===== config.mk =====
export PLATFORM = sky130hd
export DESIGN_NAME = packet_fifo_in
export DESIGN_NICKNAME = d
export VERILOG_FILES = /design/src/rtl/xvc_buf_pkg.sv /design/src/rtl/packet_slot_ram.sv /design/src/rtl/packet_fifo_in.sv
export SDC_FILE = /design/constraint.sdc
export NUM_CORES = 1
export LEC_CHECK = 0
export CAP_MARGIN = 0
export CELL_PAD_IN_SITES_DETAIL_PLACEMENT = 1
export CELL_PAD_IN_SITES_GLOBAL_PLACEMENT = 1
export CORE_ASPECT_RATIO = 0.5
export CORE_MARGIN = 2
export CORE_UTILIZATION = 45
export DETAILED_ROUTE_END_ITERATION = 10
export PLACE_DENSITY = 0.72
export SKIP_CTS_REPAIR_TIMING = 1
export SLEW_MARGIN = 20
export SYNTH_ARGS = -nofsm -noshare
export SYNTH_HDL_FRONTEND = slang
export SYNTH_SLANG_ARGS = --single-unit
export TNS_END_PERCENT = 10

===== constraint.sdc =====
create_clock -name clock -period 6.17 [get_ports clock]
set_clock_uncertainty 0.05 [all_clocks]
set_input_delay 1.234 -clock clock [delete_from_list [all_inputs] [get_ports clock]]
set_output_delay 1.234 -clock clock [all_outputs]
set_load 0.05 [all_outputs]

===== src/rtl/xvc_buf_pkg.sv =====
// Shared types and default geometry for the receive-side packet buffer.
package xvc_buf_pkg;
  localparam int DEFAULT_DATA_W     = 8;
  localparam int DEFAULT_SLOTS      = 4;
  localparam int DEFAULT_SLOT_DEPTH = 16;

  localparam int SLOT_IDX_W = $clog2(DEFAULT_SLOTS);
  localparam int ELEM_IDX_W = $clog2(DEFAULT_SLOT_DEPTH);
  localparam int LEN_W      = ELEM_IDX_W + 1;
  localparam int COUNT_W    = SLOT_IDX_W + 1;

  typedef enum logic [1:0] {
    RX_IDLE  = 2'd0,
    RX_FILL  = 2'd1,
    RX_DRAIN = 2'd2
  } rx_state_t;

  typedef logic [SLOT_IDX_W-1:0] slot_idx_t;
  typedef logic [ELEM_IDX_W-1:0] elem_idx_t;

  typedef struct packed {
    logic [LEN_W-1:0] len;
    logic             ovf;
  } slot_desc_t;
endpackage


===== src/rtl/packet_slot_ram.sv =====
// Simple dual-port slot memory: one write port, one registered read port.
module packet_slot_ram #(
  parameter int DATA_W     = 8,
  parameter int SLOTS      = 4,
  parameter int SLOT_DEPTH = 16
) (
  input  logic                          clk,
  input  logic                          rst_n,
  input  logic                          we,
  input  logic [$clog2(SLOTS)-1:0]      wr_slot,
  input  logic [$clog2(SLOT_DEPTH)-1:0] wr_idx,
  input  logic [DATA_W-1:0]             wr_data,
  input  logic [$clog2(SLOTS)-1:0]      rd_slot,
  input  logic [$clog2(SLOT_DEPTH)-1:0] rd_idx,
  output logic [DATA_W-1:0]             rd_data
);
  logic [DATA_W-1:0] mem [SLOTS*SLOT_DEPTH];
  logic [DATA_W-1:0] rd_data_q, rd_data_d;

  always_ff @(posedge clk) begin
    if (we) mem[{wr_slot, wr_idx}] <= wr_data;
  end

  always_comb rd_data_d = mem[{rd_slot, rd_idx}];

  // Only the output register is cleared; array contents are left alone.
  always_ff @(posedge clk or negedge rst_n) begin
    if (!rst_n) rd_data_q <= '0;
    else        rd_data_q <= rd_data_d;
  end

  assign rd_data = rd_data_q;
endmodule


===== src/rtl/packet_fifo_in.sv =====
// Receive packet buffer: frames an element stream into slots and presents
// the oldest committed packet for random-access reads until it is popped.
module packet_fifo_in
  import xvc_buf_pkg::*;
#(
  parameter int DATA_W     = DEFAULT_DATA_W,
  parameter int SLOTS      = DEFAULT_SLOTS,
  parameter int SLOT_DEPTH = DEFAULT_SLOT_DEPTH
) (
  input  logic                            clock,
  input  logic                            reset,
  input  logic [DATA_W-1:0]               rx_data,
  input  logic                            rx_valid,
  input  logic                            rx_last,
  output logic                            rx_ready,
  output logic                            rd_avail,
  output logic [$clog2(SLOT_DEPTH):0]     rd_len,
  output logic                            rd_ovf,
  input  logic [$clog2(SLOT_DEPTH)-1:0]   rd_addr,
  output logic [DATA_W-1:0]               rd_data,
  input  logic                            rd_pop,
  output logic [$clog2(SLOTS):0]          pkt_count
);
  localparam int SW = $clog2(SLOTS);
  localparam int IW = $clog2(SLOT_DEPTH);
  localparam int LW = IW + 1;
  localparam int CW = SW + 1;
  localparam logic [LW-1:0] FULL_LEN = LW'(SLOT_DEPTH);
  localparam logic [CW-1:0] MAX_CNT  = CW'(SLOTS);

  typedef struct packed {
    logic [LW-1:0] len;
    logic          ovf;
  } desc_t;

  rx_state_t     state_q, state_d;
  logic [LW-1:0] fill_q, fill_d;
  logic          ovf_q, ovf_d;
  logic [SW-1:0] wr_ptr_q, wr_ptr_d, rd_ptr_q, rd_ptr_d;
  logic [CW-1:0] cnt_q, cnt_d;
  logic          rx_ready_q, rx_ready_d;
  desc_t         desc_q [SLOTS];
  desc_t         desc_d [SLOTS];

  logic          accept, pop, commit, we;
  logic [IW-1:0] wr_idx;

  always_comb begin
    accept  = rx_valid && rx_ready_q;
    pop     = rd_pop && (cnt_q != '0);
    state_d = state_q;
    fill_d  = fill_q;
    ovf_d   = ovf_q;
    we      = 1'b0;
    wr_idx  = fill_q[IW-1:0];
    commit  = 1'b0;
    if (accept) begin
      unique case (state_q)
        RX_IDLE: begin
          we     = 1'b1;
          wr_idx = '0;
          fill_d = LW'(1);
          ovf_d  = 1'b0;
          if (rx_last) commit = 1'b1;
          else         state_d = RX_FILL;
        end
        RX_FILL: begin
          if (fill_q == FULL_LEN) begin
            ovf_d   = 1'b1;
            state_d = RX_DRAIN;
          end else begin
            we     = 1'b1;
            fill_d = fill_q + LW'(1);
          end
          if (rx_last) begin
            commit  = 1'b1;
            state_d = RX_IDLE;
          end
        end
        RX_DRAIN: begin
          if (rx_last) begin
            commit  = 1'b1;
            state_d = RX_IDLE;
          end
        end
        default: state_d = RX_IDLE;
      endcase
    end

    wr_ptr_d = commit ? wr_ptr_q + SW'(1) : wr_ptr_q;
    rd_ptr_d = pop ? rd_ptr_q + SW'(1) : rd_ptr_q;
    unique case ({commit, pop})
      2'b10:   cnt_d = cnt_q + CW'(1);
      2'b01:   cnt_d = cnt_q - CW'(1);
      default: cnt_d = cnt_q;
    endcase

    // Ready is registered, so it is derived from the post-edge state and count.
    rx_ready_d = (state_d == RX_IDLE) ? (cnt_d < MAX_CNT) : 1'b1;

    for (int i = 0; i < SLOTS; i++) desc_d[i] = desc_q[i];
    if (commit) desc_d[wr_ptr_q] = '{len: fill_d, ovf: ovf_d};
  end

  always_ff @(posedge clock or negedge reset) begin
    if (!reset) begin
      state_q    <= RX_IDLE;
      fill_q     <= '0;
      ovf_q      <= 1'b0;
      wr_ptr_q   <= '0;
      rd_ptr_q   <= '0;
      cnt_q      <= '0;
      rx_ready_q <= 1'b0;
      for (int i = 0; i < SLOTS; i++) desc_q[i] <= '0;
    end else begin
      state_q    <= state_d;
      fill_q     <= fill_d;
      ovf_q      <= ovf_d;
      wr_ptr_q   <= wr_ptr_d;
      rd_ptr_q   <= rd_ptr_d;
      cnt_q      <= cnt_d;
      rx_ready_q <= rx_ready_d;
      for (int i = 0; i < SLOTS; i++) desc_q[i] <= desc_d[i];
    end
  end

  packet_slot_ram #(
    .DATA_W     (DATA_W),
    .SLOTS      (SLOTS),
    .SLOT_DEPTH (SLOT_DEPTH)
  ) u_ram (
    .clk     (clock),
    .rst_n   (reset),
    .we      (we),
    .wr_slot (wr_ptr_q),
    .wr_idx  (wr_idx),
    .wr_data (rx_data),
    .rd_slot (rd_ptr_q),
    .rd_idx  (rd_addr),
    .rd_data (rd_data)
  );

  assign rx_ready  = rx_ready_q;
  assign rd_avail  = (cnt_q != '0);
  assign rd_len    = desc_q[rd_ptr_q].len;
  assign rd_ovf    = desc_q[rd_ptr_q].ovf;
  assign pkt_count = cnt_q;
endmodule


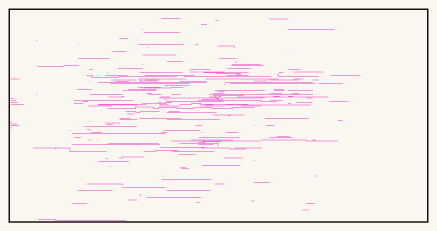
Figure 1: signal wires on met3.
main direction: horizontal
longest straight run: 82.3 µm
share of all routed wire: 7.6%
nets with wire on the layer: 114

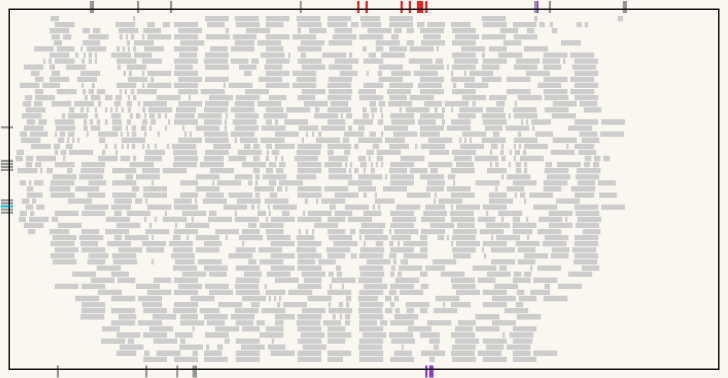
Figure 2: pin map.
Pins as bars across the die edge, other pins in gray.
[cyan] `rd_avail` | pins: 1 | direction: output | edge: left
[red] `rd_data` | pins: 8 | direction: output | edge: top
[purple] `rd_addr` | pins: 4 | direction: input | edge: 3 bottom, 1 top
y dimension of the die: 160 µm
number of I/O port buffers: 35
Horiz. Die Dim: 316 µm

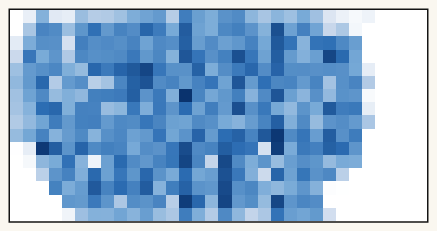
Figure 3: placement density heat map.
The die is cut into 32 by 16 equal tiles; white is low, dark blue is high, 0 to 100% covered.
emptiest ninth of the die: lower right
tiles over 75% full: 12%
nearly empty tiles: 20%
mean over tiles: 47%
fullest tile: 99%

==> summary.txt <==
Reports from this run.

- The power in combinational cells is 1.50 mW.
- The largest incremental delay on the critical path is 1050 ps.
- The yosys stat cell total is 1099.
- The repair_antennas step left the layout with diodes totalling 0.
- The maximum clock path buffer count reads 3.
- Counting endpoints that fail hold in the final report gives 0.
- The global routing met2 resource utilization reads 33.8%.
- The cell taking the most area after synthesis reads edfxtp_1.
- The fraction of final layout cells with drive strength greater than 1 is 20.6%.
- Setup repair after global routing left no endpoint under its margin.
- The number of buffers created by CTS reads 49.
- Global routing used 30.0% of the available met1 tracks.
- The maximum fanout encountered on the critical timing path reads 23.
- The cell depth of the worst min-delay path reads 2.
- The post-route standard cell area excluding fillers reads 24400 µm².
- The number of remaining DRC errors reads 0.
- The endpoint class of the critical path is a primary output.
- The start point of the critical path is rd_ptr_q[1]$_DFFE_PN0P_.
- The timing endpoint of the critical path is rd_len[4].
- The initial antenna violation count is 1.
- The portion of total power attributed to sequential cells reads 50.5%.
- The critical path class reads register to primary output.
- Synthesis inferred 560 register bits.
- Signal routing reaches up to met5.
- Once the floorplan was initialized, standard cells occupied 45.4% of the core.
- The initialized floorplan defines 57 standard-cell rows.
- The detailed placer's ending HPWL is 32100 µm.
- The internal portion of the total power is 6.38 mW.
- The gate count of the mapped netlist reads 1099.
- The fraction of registers with async set or reset after synthesis reads 8.57%.
- The sum of internal, switching and leakage power reads 8.86 mW.
- Ranked by flip-flop count, first place goes to u_ram.mem.
- The power of the sequential group is 4.48 mW.
- The met3 track demand over resource in global routing reads 4.88%.
- The worst voltage drop across the vdd grid reads 0.352 mV.
- The number of different library cells used by synthesis comes to 51.
- The flow ran to the end, and the final reports show no timing, DRC or antenna violations.
- The placeable core area reads 48400 µm².
- The endpoint of the worst hold path is desc_q[4]$_DFFE_PN0P_.
- Post-synth the commonest register cell is edfxtp_1.
- The reg-to-reg endpoint is u_ram.mem[37][5]$_DFFE_PP_.
- The cell family contributing the most delay on the critical path is flip-flops.
- After detailed routing, the average wire length per cell comes to 28.5 µm.
- The overall routed net length reads 52100 µm.
- STA on the placed design reports a worst setup slack of 1650 ps.
- Per the OpenROAD timing report, the critical path contains 2 cells.
- The count of library flops with an enable pin reads 512.
- The TritonCTS clock tree is yes.
- The worst flop-to-flop path startpoint reads rx_ready$_DFF_PN0_.
- Per the run report, area growth between synthesis and finish was 11.0%.
- The clock network fraction of total power reads 32.6%.
- The buffer and inverter count on the worst path reads 1.
- The slowest stage of the critical path belongs to the cell dfrtp_1.
- The iteration tally of the first detailed-router pass reads 5.
- The kind of start point of the critical path is a register.
- The weighted congestion reported at the end of routability-driven placement is 0.848.
cell type report:
| cell class | instances | area, µm² | area share, % |
|---|---|---|---|
| multi-input cells | 472 | 5040 | 20.7 |
| well taps | 649 | 812 | 3.33 |
| clock buffers | 58 | 1300 | 5.34 |
| repair buffers | 49 | 432 | 1.77 |
| clock inverters | 29 | 168 | 0.688 |
| flip-flops and latches | 560 | 16600 | 68.0 |
| inverters | 11 | 41.3 | 0.169 |
kinds of logic (layout without fill, tap and decap cells):
group / Yosys count / after routing / share of synthesized area [%]
adder cells (fa/ha/maj): 8 / 8 / 0.490
AND-OR/OR-AND: 95 / 95 / 3.10
buffers and inverters: 67 / 147 / 1.56
flip-flops: 560 / 560 / 75.5
XOR/XNOR: 6 / 6 / 0.239
AND/OR/NAND/NOR: 184 / 184 / 3.62
multiplexers: 179 / 179 / 15.5
No activity file was given, so power comes from the tool's default toggle rates.
